`src/rtl/sync_db_pkg.sv`:
```
// Shared helpers and defaults for the synchronise-and-debounce input bank.
package sync_db_pkg;

    localparam int DEF_SYNC_STAGES = 2;
    localparam int DEF_DB_CYCLES   = 8;

    // Smallest r with 2**r >= n.
    function automatic int clog2(input int n);
        int r;
        r = 0;
        for (int i = 0; i < 31; i++) begin
            if ((1 << i) < n) r = i + 1;
        end
        return r;
    endfunction

    // Counter must hold 0..DB_CYCLES-1; sized for DB_CYCLES+1 states for headroom.
    function automatic int cnt_w(input int db_cycles);
        return clog2(db_cycles + 1);
    endfunction

endpackage

```
`src/rtl/sync_db_ch.sv`:
```
// One input channel: flop synchroniser, ce-gated debounce counter, registered edge strobes.
module sync_db_ch
    import sync_db_pkg::*;
#(
    parameter int   SYNC_STAGES = DEF_SYNC_STAGES,
    parameter int   DB_CYCLES   = DEF_DB_CYCLES,
    parameter logic RST_VAL     = 1'b0
) (
    input  logic ck,
    input  logic rst_n,
    input  logic ce,
    input  logic d,
    output logic level,
    output logic rise,
    output logic fall,
    output logic pend
);

    localparam int            CW       = cnt_w(DB_CYCLES);
    localparam logic [CW-1:0] CNT_LAST = CW'(DB_CYCLES - 1);

    if (SYNC_STAGES < 2) begin : g_bad_sync
        $error("sync_db_ch: SYNC_STAGES must be >= 2");
    end
    if (DB_CYCLES < 1) begin : g_bad_db
        $error("sync_db_ch: DB_CYCLES must be >= 1");
    end

    logic [SYNC_STAGES-1:0] s_q, s_d;
    logic [CW-1:0]          cnt_q, cnt_d;
    logic                   level_q, level_d;
    logic                   rise_q, rise_d;
    logic                   fall_q, fall_d;
    logic                   sy;

    assign sy = s_q[SYNC_STAGES-1];

    always_comb begin
        s_d     = {s_q[SYNC_STAGES-2:0], d};
        cnt_d   = cnt_q;
        level_d = level_q;
        rise_d  = 1'b0;
        fall_d  = 1'b0;
        // Any agreement with the current level throws away a partial qualification.
        if (sy == level_q) begin
            cnt_d = '0;
        end else if (ce) begin
            if (cnt_q == CNT_LAST) begin
                level_d = sy;
                cnt_d   = '0;
                rise_d  = sy;
                fall_d  = ~sy;
            end else begin
                cnt_d = cnt_q + 1'b1;
            end
        end
    end

    always_ff @(posedge ck or negedge rst_n) begin
        if (!rst_n) begin
            s_q     <= {SYNC_STAGES{RST_VAL}};
            cnt_q   <= '0;
            level_q <= RST_VAL;
            rise_q  <= 1'b0;
            fall_q  <= 1'b0;
        end else begin
            s_q     <= s_d;
            cnt_q   <= cnt_d;
            level_q <= level_d;
            rise_q  <= rise_d;
            fall_q  <= fall_d;
        end
    end

    assign level = level_q;
    assign rise  = rise_q;
    assign fall  = fall_q;
    assign pend  = (cnt_q != '0);

endmodule

```
`src/rtl/sync_debounce_bank.sv`:
```
// Bank of CH independent synchronise-and-debounce channels for asynchronous board inputs.
module sync_debounce_bank
    import sync_db_pkg::*;
#(
    parameter int          CH          = 4,
    parameter int          SYNC_STAGES = DEF_SYNC_STAGES,
    parameter int          DB_CYCLES   = DEF_DB_CYCLES,
    parameter logic [CH-1:0] RST_VAL   = '0
) (
    input  logic          ck,
    input  logic          rst_n,
    input  logic          ce,
    input  logic [CH-1:0] d,
    output logic [CH-1:0] level,
    output logic [CH-1:0] rise,
    output logic [CH-1:0] fall,
    output logic [CH-1:0] pend
);

    if (CH < 1) begin : g_bad_ch
        $error("sync_debounce_bank: CH must be >= 1");
    end

    for (genvar i = 0; i < CH; i++) begin : g_ch
        sync_db_ch #(
            .SYNC_STAGES (SYNC_STAGES),
            .DB_CYCLES   (DB_CYCLES),
            .RST_VAL     (RST_VAL[i])
        ) u_ch (
            .ck    (ck),
            .rst_n (rst_n),
            .ce    (ce),
            .d     (d[i]),
            .level (level[i]),
            .rise  (rise[i]),
            .fall  (fall[i]),
            .pend  (pend[i])
        );
    end

endmodule

```
`config.mk`:
```
export PLATFORM = sky130hd
export DESIGN_NAME = sync_debounce_bank
export DESIGN_NICKNAME = d
export VERILOG_FILES = /design/src/rtl/sync_db_pkg.sv /design/src/rtl/sync_db_ch.sv /design/src/rtl/sync_debounce_bank.sv
export SDC_FILE = /design/constraint.sdc
export NUM_CORES = 1
export LEC_CHECK = 0
export CAP_MARGIN = 20
export CORE_ASPECT_RATIO = 0.75
export CORE_MARGIN = 5
export CORE_UTILIZATION = 25
export DETAILED_ROUTE_END_ITERATION = 8
export GPL_ROUTABILITY_DRIVEN = 1
export GPL_TIMING_DRIVEN = 0
export PLACE_DENSITY = 0.48
export REMOVE_ABC_BUFFERS = 1
export SETUP_SLACK_MARGIN = 0.15
export SLEW_MARGIN = 20
export SYNTH_ARGS = -nofsm -noshare
export SYNTH_HDL_FRONTEND = slang
export SYNTH_SLANG_ARGS = --single-unit
```
`constraint.sdc`:
```
create_clock -name ck -period 1.35 [get_ports ck]
set_clock_uncertainty 0.05 [all_clocks]
set_input_delay 0.27 -clock ck [delete_from_list [all_inputs] [get_ports ck]]
set_output_delay 0.27 -clock ck [all_outputs]
set_load 0.02 [all_outputs]
```
run_1/floorplan.png
Scale bar: 20 um. Pins as bars on the die edge.
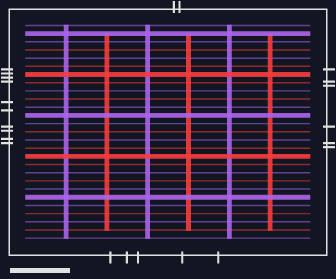
| color | net |
|---|---|
| purple | VSS |
| red | VDD |
met1 rails: 27
rows: 26
met5 straps: 5
worst ir drop on vdd: 0.418 mV
width of the die: 105 um
area of the core region: 6700 um^2
die y size: 81.3 um

run_1/class_map.png
Fill, decap, tap and diode cells in gray.
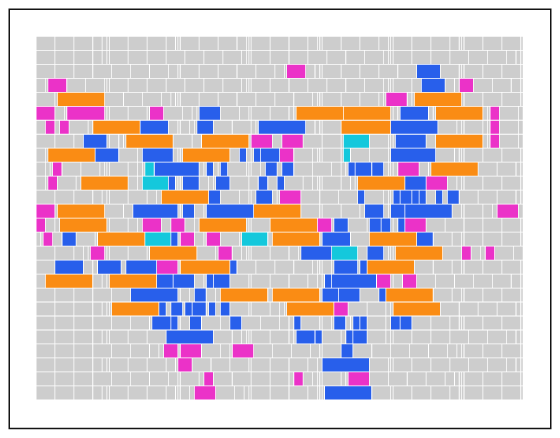
| color | class | cells | share of their area |
|---|---|---|---|
| orange | registers | 36 | 39% |
| magenta | remaining buffers and delay cells | 46 | 17% |
| blue | remaining logic cells | 96 | 40% |
| cyan | clock drivers and dummy loads | 7 | 3.4% |
Design Area, Final: 2400 um^2
number of rows created at floorplan: 26

run_1/clock_wires.png
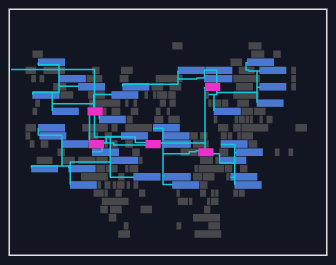
[cyan] clock wires | length: 468 um
[magenta] clock-net drivers | count: 5
[blue] flip-flops | count: 36
routed clock nets: 6
Clock net power: 705 uW
clk_lat worst skew: 0.28 ns

==> notes.md, run 1 <==
Notes on the physical implementation.

- The launching instance or port of the critical path is g_ch[2].u_ch.cnt_q[0]$_DFFE_PN0P_, for reference.
- After layout, the worst setup slack is -0.0334 ns.
- The most frequently placed logic cell in the final layout is sky130_fd_sc_hd__dfrtp_1, for reference.
- The final timing report counts setup violations totalling 5.
- The detailed-placement wirelength estimate is 1.87 mm, for reference.
- The clock root buffer is sky130_fd_sc_hd__clkbuf_8, for reference.
- The power consumption is 2150 uW, for reference.
- The post-synthesis simple-gate area fraction is 18.2%, for reference.
- The main area contributors are sky130_fd_sc_hd__dfrtp_1, sky130_fd_sc_hd__buf_4, sky130_fd_sc_hd__ha_1.
- The adder and majority gate portion of the synthesized area is 5.91%, for reference.
- In the Yosys report, the sequential cells make up 53.2% of the chip area.
- The flow ran to the end, but the final reports show violations.
- The leakage component of the power was reported as 0.00121 uW.
- The fraction of layout instances using a drive strength above 1 is 53.5%, for reference.
- Yosys stat counts 150 cells in the synthesized netlist.
- The aoi/oai-family share of the synthesized area is 3.69%, for reference.
- The antenna diode count is 0, for reference.
- Per the detailed-route log, wirelength across all metal layers totals 3.34 mm.
- Along the worst hold path, the cell count comes to 0.
- The number of buffers inserted by post-CTS setup repair is 17, for reference.
- Entering global routing, the biggest net connects 29 pins.
- The worst slack after detailed placement is -0.906 ns, for reference.
- The worst-case headroom to the max-slew limit is 75.7%, for reference.
- The placement summary gives the final routability congestion estimate as 0.717.
- The startpoint type of the worst setup path is a flip-flop, for reference.
- The worst hold path endpoint is g_ch[0].u_ch.s_q[1]$_DFF_PN0_, for reference.
- The script logs the ratio of routed vias to standard cells as 4.27.
- The reg2reg setup slack is -0.03 ns, for reference.
- The depth of the CTS H-tree is 2, for reference.
- The layout filler cell count is 671, for reference.
- In this run the mean area of a mapped cell was 11.3 um^2.
- The clock passes through at most 2 buffers.
- The floorplan step records an initial core utilization of 25.3%.
- The final reports fail on setup timing.
- Based on the critical path, the design can be clocked at up to 0.723 GHz.
- The clock-pin slew on the worst setup and hold paths is 0.07 ns, for reference.
- For this design the top-level I/O count stands at 23.
- The fraction of synthesized cell area taken by the top area cell type is 53.2%, for reference.
- Measured in cells, the most critical reg-to-reg path has a length of 4.
run 1: worst max-delay path, stage by stage (launching register included):
cell	delay, ns
sky130_fd_sc_hd__dfrtp_1	0.41
sky130_fd_sc_hd__inv_2	0.08
sky130_fd_sc_hd__ha_4	0.12
sky130_fd_sc_hd__nand2_2	0.04
sky130_fd_sc_hd__buf_6	0.12
run 1: cell type report:
| cell class | instances | area (um^2) | area share (%) |
|---|---|---|---|
| sequential | 36 | 903 | 37.7 |
| multi-input combinational | 88 | 893 | 37.3 |
| timing repair buffer | 46 | 387 | 16.1 |
| tap | 84 | 105 | 4.39 |
| clock buffer | 6 | 72.6 | 3.03 |
| inverter | 8 | 30.0 | 1.25 |
| clock inverter | 1 | 5.00 | 0.209 |
run 1: metrics by stage:
stage,cells,utilization (%)
floorplan,132,-
global placement,238,28.1
detailed placement,239,28.3
CTS,264,33.2
global route,269,35.8
finish,269,35.8
run 1: synthesized netlist by cell type, drive strengths merged (8+ instances only):
cell type,n
a21oi,8
dfrtp,36
inv,8
buf,18
nand2,15
nor2,12
ha,8
nor3b,8
run 1: power by group:
| group | internal (uW) | switching [uW] |
|---|---|---|
| Sequential | 1110 | 26.6 |
| Clock | 351 | 354 |
| Combinational | 152 | 156 |
| Total | 1610 | 536 |
run 1: sequential cells by signal, summed over array words and instances, names as in the netlist:
name             flops
g_ch.u_ch.rise       4
g_ch.u_ch.cnt_q     16
g_ch.u_ch.s_q        8
g_ch.u_ch.fall       4
g_ch.u_ch.level      4
run 1: layer usage:
layer	global-route usage, %	vias up	wire length, um
li1	-	554	-
met1	10.2	569	1580
met2	12.9	20	1540
met3	3.49	5	174
met4	3.07	0	44
met5	0	-	0
run_1/layers.png
Scale bar: 20 um. Two of the layers only.
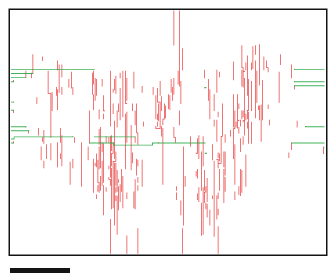

--- run 2 (diff from run 1) ---
--- a/config.mk
+++ b/config.mk
@@ -14,7 +14,6 @@
 export GPL_TIMING_DRIVEN = 0
 export PLACE_DENSITY = 0.48
 export REMOVE_ABC_BUFFERS = 1
-export SETUP_SLACK_MARGIN = 0.15
 export SLEW_MARGIN = 20
 export SYNTH_ARGS = -nofsm -noshare
 export SYNTH_HDL_FRONTEND = slang
run_2/layers.png
Scale bar: 20 um. Two of the layers only.
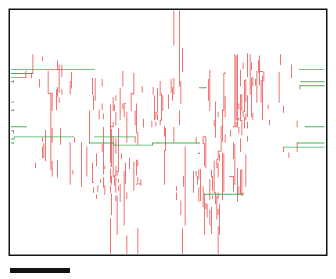
| color | layer | wire length |
|---|---|---|
| red | M2 | 1360 um |
| green | M3 | 188 um |
GRT Util Overall: 7.77%
wire length after detailed routing: 3.10 mm

run_2/clock_nets.png
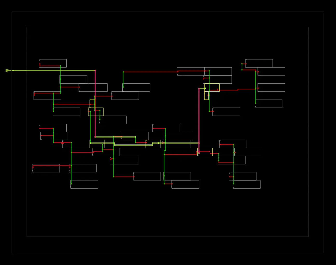
number of buffers inserted during clock tree synthesis: 5
Clock net power: 698 uW
Num Clock Sinks: 36
registers: 36
clock buffer count: 6

run_2/clock_wires.png
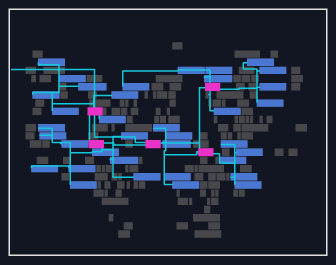
[magenta] clock-net drivers | count: 5
[cyan] clock wires | length: 465 um
[blue] flip-flops | count: 36
routed clock nets: 6
portion of total power attributed to the clock network: 33.0%

==> notes.md, run 2 <==
Notes on the physical implementation.

- The flow ran to the end, but the final reports show violations.
- The final reports fail on setup timing.
- The count of instantiated cells in the yosys netlist is 150, for reference.
- The power of the sequential group is 1140 uW, for reference.
- The number of cell rows is 26, for reference.
- The area of the multi-input gates is 773 um^2, for reference.
- The post-synthesis sequential area ratio is 53.2%, for reference.
- Endpoints with negative setup slack in the final report add up to 5.
- For this run, global-route usage on met1 was measured as 9.93%.
- The worst slack after detailed placement is -0.906 ns, for reference.
- Per the detail_route log, met3 wirelength is 188 um.
- The wire length on met2 is 1.36 mm, for reference.
- The post-synthesis simple-gate area fraction is 18.2%, for reference.
- Setup slack on the critical path of the routed design comes to -0.0536 ns.
- The power report attributes to the combinational group a share of 13.2%.
- The horizontal die size is 105 um, for reference.
- The leading power group is registers, for reference.
- The worst-case headroom to the max-slew limit is 63.4%, for reference.
- Cells fill 33.7% of the core in the end.
- Detailed placement ended at an HPWL of 1.87 mm.
- By area the synthesized netlist is led by sky130_fd_sc_hd__dfrtp_1, sky130_fd_sc_hd__buf_4, sky130_fd_sc_hd__ha_1.
- Of the post-synthesis cell area, the dominant cell type holds 53.2%.
- Sequential cells account for 53.8% of the total power.
## run 2: cell types whose count changed in the layout (fill, tap and decap cells not counted), sizes merged
| cell | previous run | this run |
|---|---|---|
| clkdlybuf4s15 | 0 | 4 |
| clkbuf | 7 | 6 |
| dlygate4sd2 | 0 | 8 |
| buf | 40 | 21 |
## run 2: cell type report
type / instances / area share [%]
sequential: 36 / 40.2
multi-input combinational: 88 / 34.3
timing repair buffer: 38 / 16.1
tap: 84 / 4.66
clock buffer: 6 / 3.22
inverter: 8 / 1.33
clock inverter: 1 / 0.222
## run 2: final timing paths
kind | cells past startpoint | slack [ns] | to
setup / recovery | 4 | -0.05 | pend[2]
hold / removal | 0 | 0.30 | g_ch[0].u_ch.s_q[1]$_DFF_PN0_
setup reg to reg | 3 | -0.01 | g_ch[2].u_ch.level$_DFFE_PN0P_
hold reg to reg | 0 | 0.30 | g_ch[0].u_ch.s_q[1]$_DFF_PN0_
max in group asynchronous | 3 | 0.49 | g_ch[1].u_ch.level$_DFFE_PN0P_
min in group asynchronous | 2 | 0.32 | g_ch[2].u_ch.s_q[0]$_DFF_PN0_
## run 2: cell families (layout without fill, tap and decap cells)
| family | count (synthesis) | after routing |
|---|---|---|
| xor gates and xnor gates | 8 | 8 |
| buffers and inverters | 26 | 53 |
| and+or+nand+nor | 53 | 53 |
| adders and majority gates | 8 | 8 |
| DFF | 36 | 36 |
| AOI/OAI and AO/OA | 11 | 11 |
| muxes | 8 | 8 |
## run 2: worst max-delay path, cell delays in order, from the launching register on
cell	delay (ns)
sky130_fd_sc_hd__dfrtp_1	0.43
sky130_fd_sc_hd__inv_2	0.09
sky130_fd_sc_hd__ha_4	0.12
sky130_fd_sc_hd__nand2_2	0.04
sky130_fd_sc_hd__buf_6	0.12
Power and IR drop assume default switching activity.
